$ cat src/rtl/alu_issue_stage_if.sv
// Bundle between decode, hazard unit, forwarding sources and the ALU issue stage.
// The master drives ID/hazard/forward inputs; the slave (issue stage) returns final ALU operands.
interface alu_issue_stage_if #(
    parameter int N = 32
);
    logic           stall_e;
    logic           flush_e;
    logic           valid_d;
    logic [1:0]     aluop_d;
    logic [5:0]     funct_d;
    logic           alusrc_d;
    logic [N-1:0]   rd1_d;
    logic [N-1:0]   rd2_d;
    logic [N-1:0]   signimm_d;
    logic [1:0]     forwardae_e;
    logic [1:0]     forwardbe_e;
    logic [N-1:0]   aluout_m;
    logic [N-1:0]   result_w;
    logic           valid_e;
    logic [2:0]     alucontrol_e;
    logic [N-1:0]   srca_e;
    logic [N-1:0]   srcb_e;
    logic [N-1:0]   writedata_e;
    logic           illegal_e;

    modport master (
        output stall_e, flush_e, valid_d, aluop_d, funct_d, alusrc_d,
               rd1_d, rd2_d, signimm_d, forwardae_e, forwardbe_e,
               aluout_m, result_w,
        input  valid_e, alucontrol_e, srca_e, srcb_e, writedata_e, illegal_e
    );

    modport slave (
        input  stall_e, flush_e, valid_d, aluop_d, funct_d, alusrc_d,
               rd1_d, rd2_d, signimm_d, forwardae_e, forwardbe_e,
               aluout_m, result_w,
        output valid_e, alucontrol_e, srca_e, srcb_e, writedata_e, illegal_e
    );
endinterface

$ cat src/rtl/alu_issue_stage.sv
// ID/EX issue stage: ALU control decode, EX pipeline register, and EX operand forwarding.
// Optional macro ALU_NEGOPS_EN enables the inverted-B and/or funct codes (ALU codes 100/101).
module alu_issue_stage #(
    parameter int N = 32
) (
    input  logic                 clk,
    input  logic                 reset,
    alu_issue_stage_if.slave     bus
);

    localparam logic [2:0] ALU_AND  = 3'b000;
    localparam logic [2:0] ALU_OR   = 3'b001;
    localparam logic [2:0] ALU_ADD  = 3'b010;
    localparam logic [2:0] ALU_SUB  = 3'b110;
    localparam logic [2:0] ALU_SLT  = 3'b111;
`ifdef ALU_NEGOPS_EN
    localparam logic [2:0] ALU_ANDN = 3'b100;
    localparam logic [2:0] ALU_ORN  = 3'b101;
`endif

    // Returns {illegal, alucontrol}; unsupported codes fall back to add so the ALU stays benign.
    function automatic logic [3:0] decode_alu(input logic [1:0] aluop, input logic [5:0] funct);
        logic [3:0] v;
        case (aluop)
            2'b00: v = {1'b0, ALU_ADD};
            2'b01: v = {1'b0, ALU_SUB};
            2'b11: v = {1'b0, ALU_OR};
            2'b10: begin
                case (funct)
                    6'b100000: v = {1'b0, ALU_ADD};
                    6'b100010: v = {1'b0, ALU_SUB};
                    6'b100100: v = {1'b0, ALU_AND};
                    6'b100101: v = {1'b0, ALU_OR};
                    6'b101010: v = {1'b0, ALU_SLT};
`ifdef ALU_NEGOPS_EN
                    6'b110100: v = {1'b0, ALU_ANDN};
                    6'b110101: v = {1'b0, ALU_ORN};
`endif
                    default:   v = {1'b1, ALU_ADD};
                endcase
            end
            default: v = {1'b1, ALU_ADD};
        endcase
        return v;
    endfunction

    // 00 and 11 both select the registered operand.
    function automatic logic [N-1:0] fwd_mux(input logic [1:0] sel, input logic [N-1:0] rd,
                                             input logic [N-1:0] res_w, input logic [N-1:0] alu_m);
        logic [N-1:0] v;
        case (sel)
            2'b01:   v = res_w;
            2'b10:   v = alu_m;
            default: v = rd;
        endcase
        return v;
    endfunction

    logic [3:0]     w_dec;
    logic [2:0]     w_ctrl_d;
    logic           w_ill_d;

    logic           r_valid;
    logic [2:0]     r_ctrl;
    logic           r_ill;
    logic           r_alusrc;
    logic [N-1:0]   r_rd1;
    logic [N-1:0]   r_rd2;
    logic [N-1:0]   r_imm;

    logic [N-1:0]   w_srca;
    logic [N-1:0]   w_srcb;
    logic [N-1:0]   w_wd;

    // ID-side decode; an empty slot always carries a legal add.
    always_comb begin
        w_dec    = decode_alu(bus.aluop_d, bus.funct_d);
        w_ctrl_d = ALU_ADD;
        w_ill_d  = 1'b0;
        if (bus.valid_d) begin
            w_ctrl_d = w_dec[2:0];
            w_ill_d  = w_dec[3];
        end else begin
            w_ctrl_d = ALU_ADD;
            w_ill_d  = 1'b0;
        end
    end

    // EX pipeline register: reset and flush insert a bubble and win over stall.
    always_ff @(posedge clk) begin
        if (reset || bus.flush_e) begin
            r_valid  <= 1'b0;
            r_ctrl   <= ALU_ADD;
            r_ill    <= 1'b0;
            r_alusrc <= 1'b0;
            r_rd1    <= {N{1'b0}};
            r_rd2    <= {N{1'b0}};
            r_imm    <= {N{1'b0}};
        end else if (bus.stall_e) begin
            r_valid  <= r_valid;
            r_ctrl   <= r_ctrl;
            r_ill    <= r_ill;
            r_alusrc <= r_alusrc;
            r_rd1    <= r_rd1;
            r_rd2    <= r_rd2;
            r_imm    <= r_imm;
        end else begin
            r_valid  <= bus.valid_d;
            r_ctrl   <= w_ctrl_d;
            r_ill    <= w_ill_d;
            r_alusrc <= bus.alusrc_d;
            r_rd1    <= bus.rd1_d;
            r_rd2    <= bus.rd2_d;
            r_imm    <= bus.signimm_d;
        end
    end

    // Forwarding uses live selects so a stalled instruction still sees the newest results.
    always_comb begin
        w_srca = fwd_mux(bus.forwardae_e, r_rd1, bus.result_w, bus.aluout_m);
        w_wd   = fwd_mux(bus.forwardbe_e, r_rd2, bus.result_w, bus.aluout_m);
        w_srcb = w_wd;
        if (r_alusrc) begin
            w_srcb = r_imm;
        end else begin
            w_srcb = w_wd;
        end
    end

    assign bus.valid_e      = r_valid;
    assign bus.alucontrol_e = r_ctrl;
    assign bus.illegal_e    = r_ill;
    assign bus.srca_e       = w_srca;
    assign bus.srcb_e       = w_srcb;
    assign bus.writedata_e  = w_wd;

endmodule

$ cat src/flat_wrapper.sv
// flat-port wrapper written by rule: the top's interface ports become plain ports
module alu_issue_stage_flat 
#(
    parameter int N = 32
)
  (clk, reset, bus_stall_e, bus_flush_e, bus_valid_d, bus_aluop_d, bus_funct_d, bus_alusrc_d, bus_rd1_d, bus_rd2_d, bus_signimm_d, bus_forwardae_e, bus_forwardbe_e, bus_aluout_m, bus_result_w, bus_valid_e, bus_alucontrol_e, bus_srca_e, bus_srcb_e, bus_writedata_e, bus_illegal_e);
  alu_issue_stage_if #(.N(N)) bus_i ();
  input  logic clk;
  input  logic reset;
  input wire logic [$bits(bus_i.stall_e)-1:0] bus_stall_e;
  input wire logic [$bits(bus_i.flush_e)-1:0] bus_flush_e;
  input wire logic [$bits(bus_i.valid_d)-1:0] bus_valid_d;
  input wire logic [$bits(bus_i.aluop_d)-1:0] bus_aluop_d;
  input wire logic [$bits(bus_i.funct_d)-1:0] bus_funct_d;
  input wire logic [$bits(bus_i.alusrc_d)-1:0] bus_alusrc_d;
  input wire logic [$bits(bus_i.rd1_d)-1:0] bus_rd1_d;
  input wire logic [$bits(bus_i.rd2_d)-1:0] bus_rd2_d;
  input wire logic [$bits(bus_i.signimm_d)-1:0] bus_signimm_d;
  input wire logic [$bits(bus_i.forwardae_e)-1:0] bus_forwardae_e;
  input wire logic [$bits(bus_i.forwardbe_e)-1:0] bus_forwardbe_e;
  input wire logic [$bits(bus_i.aluout_m)-1:0] bus_aluout_m;
  input wire logic [$bits(bus_i.result_w)-1:0] bus_result_w;
  output wire logic [$bits(bus_i.valid_e)-1:0] bus_valid_e;
  output wire logic [$bits(bus_i.alucontrol_e)-1:0] bus_alucontrol_e;
  output wire logic [$bits(bus_i.srca_e)-1:0] bus_srca_e;
  output wire logic [$bits(bus_i.srcb_e)-1:0] bus_srcb_e;
  output wire logic [$bits(bus_i.writedata_e)-1:0] bus_writedata_e;
  output wire logic [$bits(bus_i.illegal_e)-1:0] bus_illegal_e;
  assign bus_i.stall_e = bus_stall_e;
  assign bus_i.flush_e = bus_flush_e;
  assign bus_i.valid_d = bus_valid_d;
  assign bus_i.aluop_d = bus_aluop_d;
  assign bus_i.funct_d = bus_funct_d;
  assign bus_i.alusrc_d = bus_alusrc_d;
  assign bus_i.rd1_d = bus_rd1_d;
  assign bus_i.rd2_d = bus_rd2_d;
  assign bus_i.signimm_d = bus_signimm_d;
  assign bus_i.forwardae_e = bus_forwardae_e;
  assign bus_i.forwardbe_e = bus_forwardbe_e;
  assign bus_i.aluout_m = bus_aluout_m;
  assign bus_i.result_w = bus_result_w;
  assign bus_valid_e = bus_i.valid_e;
  assign bus_alucontrol_e = bus_i.alucontrol_e;
  assign bus_srca_e = bus_i.srca_e;
  assign bus_srcb_e = bus_i.srcb_e;
  assign bus_writedata_e = bus_i.writedata_e;
  assign bus_illegal_e = bus_i.illegal_e;
  alu_issue_stage #(.N(N)) u_core (.clk(clk), .reset(reset), .bus(bus_i));
endmodule
$ cat config.mk
export PLATFORM = sky130hd
export DESIGN_NAME = alu_issue_stage_flat
export DESIGN_NICKNAME = d
export VERILOG_FILES = /design/src/rtl/alu_issue_stage_if.sv /design/src/rtl/alu_issue_stage.sv /design/src/flat_wrapper.sv
export SDC_FILE = /design/constraint.sdc
export NUM_CORES = 1
export LEC_CHECK = 0
export CAP_MARGIN = 20
export CELL_PAD_IN_SITES_DETAIL_PLACEMENT = 0
export CELL_PAD_IN_SITES_GLOBAL_PLACEMENT = 1
export CORE_ASPECT_RATIO = 1.4
export CORE_MARGIN = 3
export CORE_UTILIZATION = 32
export DETAILED_ROUTE_END_ITERATION = 10
export PLACE_DENSITY_LB_ADDON = 0.15
export SYNTH_ARGS = -nofsm -noshare
export SYNTH_HDL_FRONTEND = slang
export SYNTH_SLANG_ARGS = --single-unit
export TNS_END_PERCENT = 20
$ cat constraint.sdc
create_clock -name clk -period 2.2 [get_ports clk]
set_input_delay 0.33 -clock clk [delete_from_list [all_inputs] [get_ports clk]]
set_output_delay 0.33 -clock clk [all_outputs]
set_load 0.02 [all_outputs]
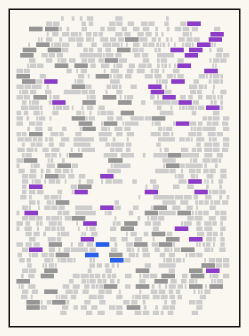
*Sequential cells grouped by signal name*
Other sequential cells in the stronger gray, the rest of the logic in the fainter gray.
legend:
  purple:
    signal: `u_core.r_rd1`
    placed_flops: 32
    where: all over the die
  blue:
    signal: `u_core.bus.alucontrol_e`
    placed_flops: 3
not colored: 67
area taken by flip-flops and latches: 2040 um2
sequential power: 1.94 mW
Core Util, Final: 53.2%
Seq area share: 22.1%

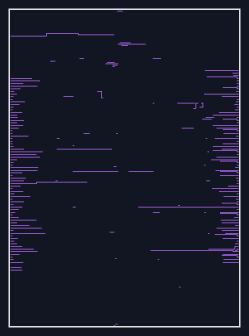
*Metal 3*
wire length on this layer: 1240 um
nets with wire on the layer: 173
longest straight run: 51.8 um
share of all routed wire: 5.7%
met3 global-route usage: 5.02%
Total Routed Length: 21.7 mm
via count: 5708

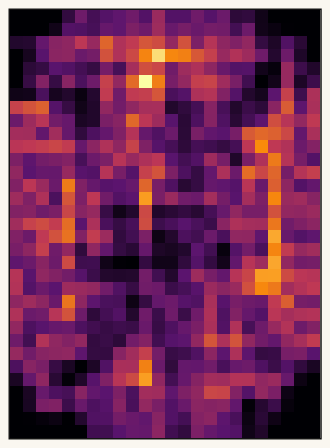
*Routed metal per tile*
The die is cut into 24 by 33 equal tiles; black is low, pale yellow is high, scaled to the fullest tile. Values are wire area over tile area, all layers added.
fullest tile: 0.59
mean over tiles: 0.18
nearly empty tiles: 6.4%
tiles over half the peak: 13%
mean routed wirelength per cell: 18.7 um
overall track demand over capacity in global routing: 21.6%

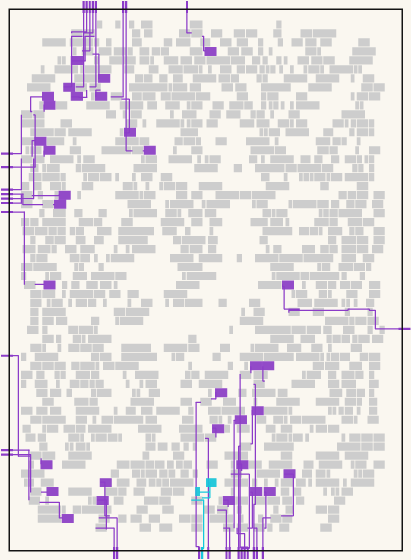
*I/O nets highlighted*
legend:
  purple:
    port: `bus_signimm_d`
    bits: 32
    direction: input
    edge: 13 bottom, 10 left, 8 top, 1 right
    end_cells: 32
    buffers: 32
    wire: 986 um
  cyan:
    port: `bus_flush_e`
    bits: 1
    direction: input
    edge: bottom
    end_cells: 2
    buffers: 1
    wire: 29.2 um
number of I/O port buffers: 278
IO Pins: 279

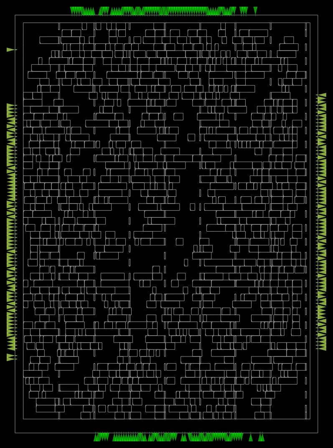
*Cell outlines without signal wires*
tally of filler cells in the layout: 1711
num sequential: 102
# rows: 57
total number of tap cells: 236
Core Area: 17400 um2

==> qor.log <==
INFO  global_route   grt_max_degree=38
INFO  final_timing   fin_hold_ws=0.413ns
INFO  synthesis      edf_count=0
INFO  synthesis      yosysUniqueCellTypes=33
INFO  clocking       cts_resized=271
INFO  setup_path     crit_end=bus_srca_e[7]
INFO  detailed_routing highest_layer=met4
INFO  synthesis      postSynth.asyncResetShare=0%
INFO  placed_design  placement.cell_area=9040um2
INFO  clocking       cts_tree=done
INFO  placed_design  worst_setup_timing_slack_at_the_placement_stage=-0.587ns
INFO  run_status     run_status=complete, no violations
INFO  power_and_ir_drop power-per-cell-area=571nW/um2
INFO  synthesis      synth.cellmix.simpleShare=12.5%
INFO  power_and_ir_drop net-switching-power=1.47mW
INFO  synthesis      syn-mean-instance-area=9.31um2
INFO  run            cap_violations=0
INFO  min_path       worst_hold_startpoint=bus_stall_e
INFO  setup_path     worstPathCellList=clkdlybuf4s50_1 > buf_4 > ha_2 > buf_6 > buf_4 > a22oi_1 > o21ai_1 > buf_2
INFO  floorplanning  chip_area=19400um2
INFO  synthesis      synth_seq_share=36.0%
INFO  setup_path     required_worst_endpoint=1.87ns
INFO  min_path       end_of_the_worst_hold_path=u_core.bus.valid_e
INFO  setup_path     cp-end-kind=primary output
INFO  power_and_ir_drop power.combinational.total=1.55mW
INFO  synthesis      yosysTopAreaCellShare=36.0%
INFO  power_and_ir_drop comb_power_share=29.4%
INFO  final_timing   fmaxAchievable=462MHz
INFO  clocking       cts_buffer_count=9
INFO  power_and_ir_drop p_total=5.29mW
INFO  final_timing   finalCritPeriodShare=98.4%
INFO  final_timing   finalHoldViolCount=0
INFO  setup_path     cp_num_cells=8
INFO  global_route   global_route.usage.met1=24.4%
INFO  detailed_routing route.layer.met1.wl=8.67mm
INFO  synthesis      mappedNetlistArea=5670um2
INFO  final_timing   finClkSkew=0ns
INFO  synthesis      synth_adder_area_share=0.883%
INFO  placed_design  place.gp.congestion=0.899
INFO  setup_path     timing.critical_path.from_type=input port
INFO  setup_path     cp-startpoint=bus_forwardae_e[0]
INFO  min_path       holdPathStages=3
INFO  final_timing   timing.slew.headroom=69.0%
INFO  final_timing   setup_viol_count_final=0
Power and IR drop assume default switching activity.
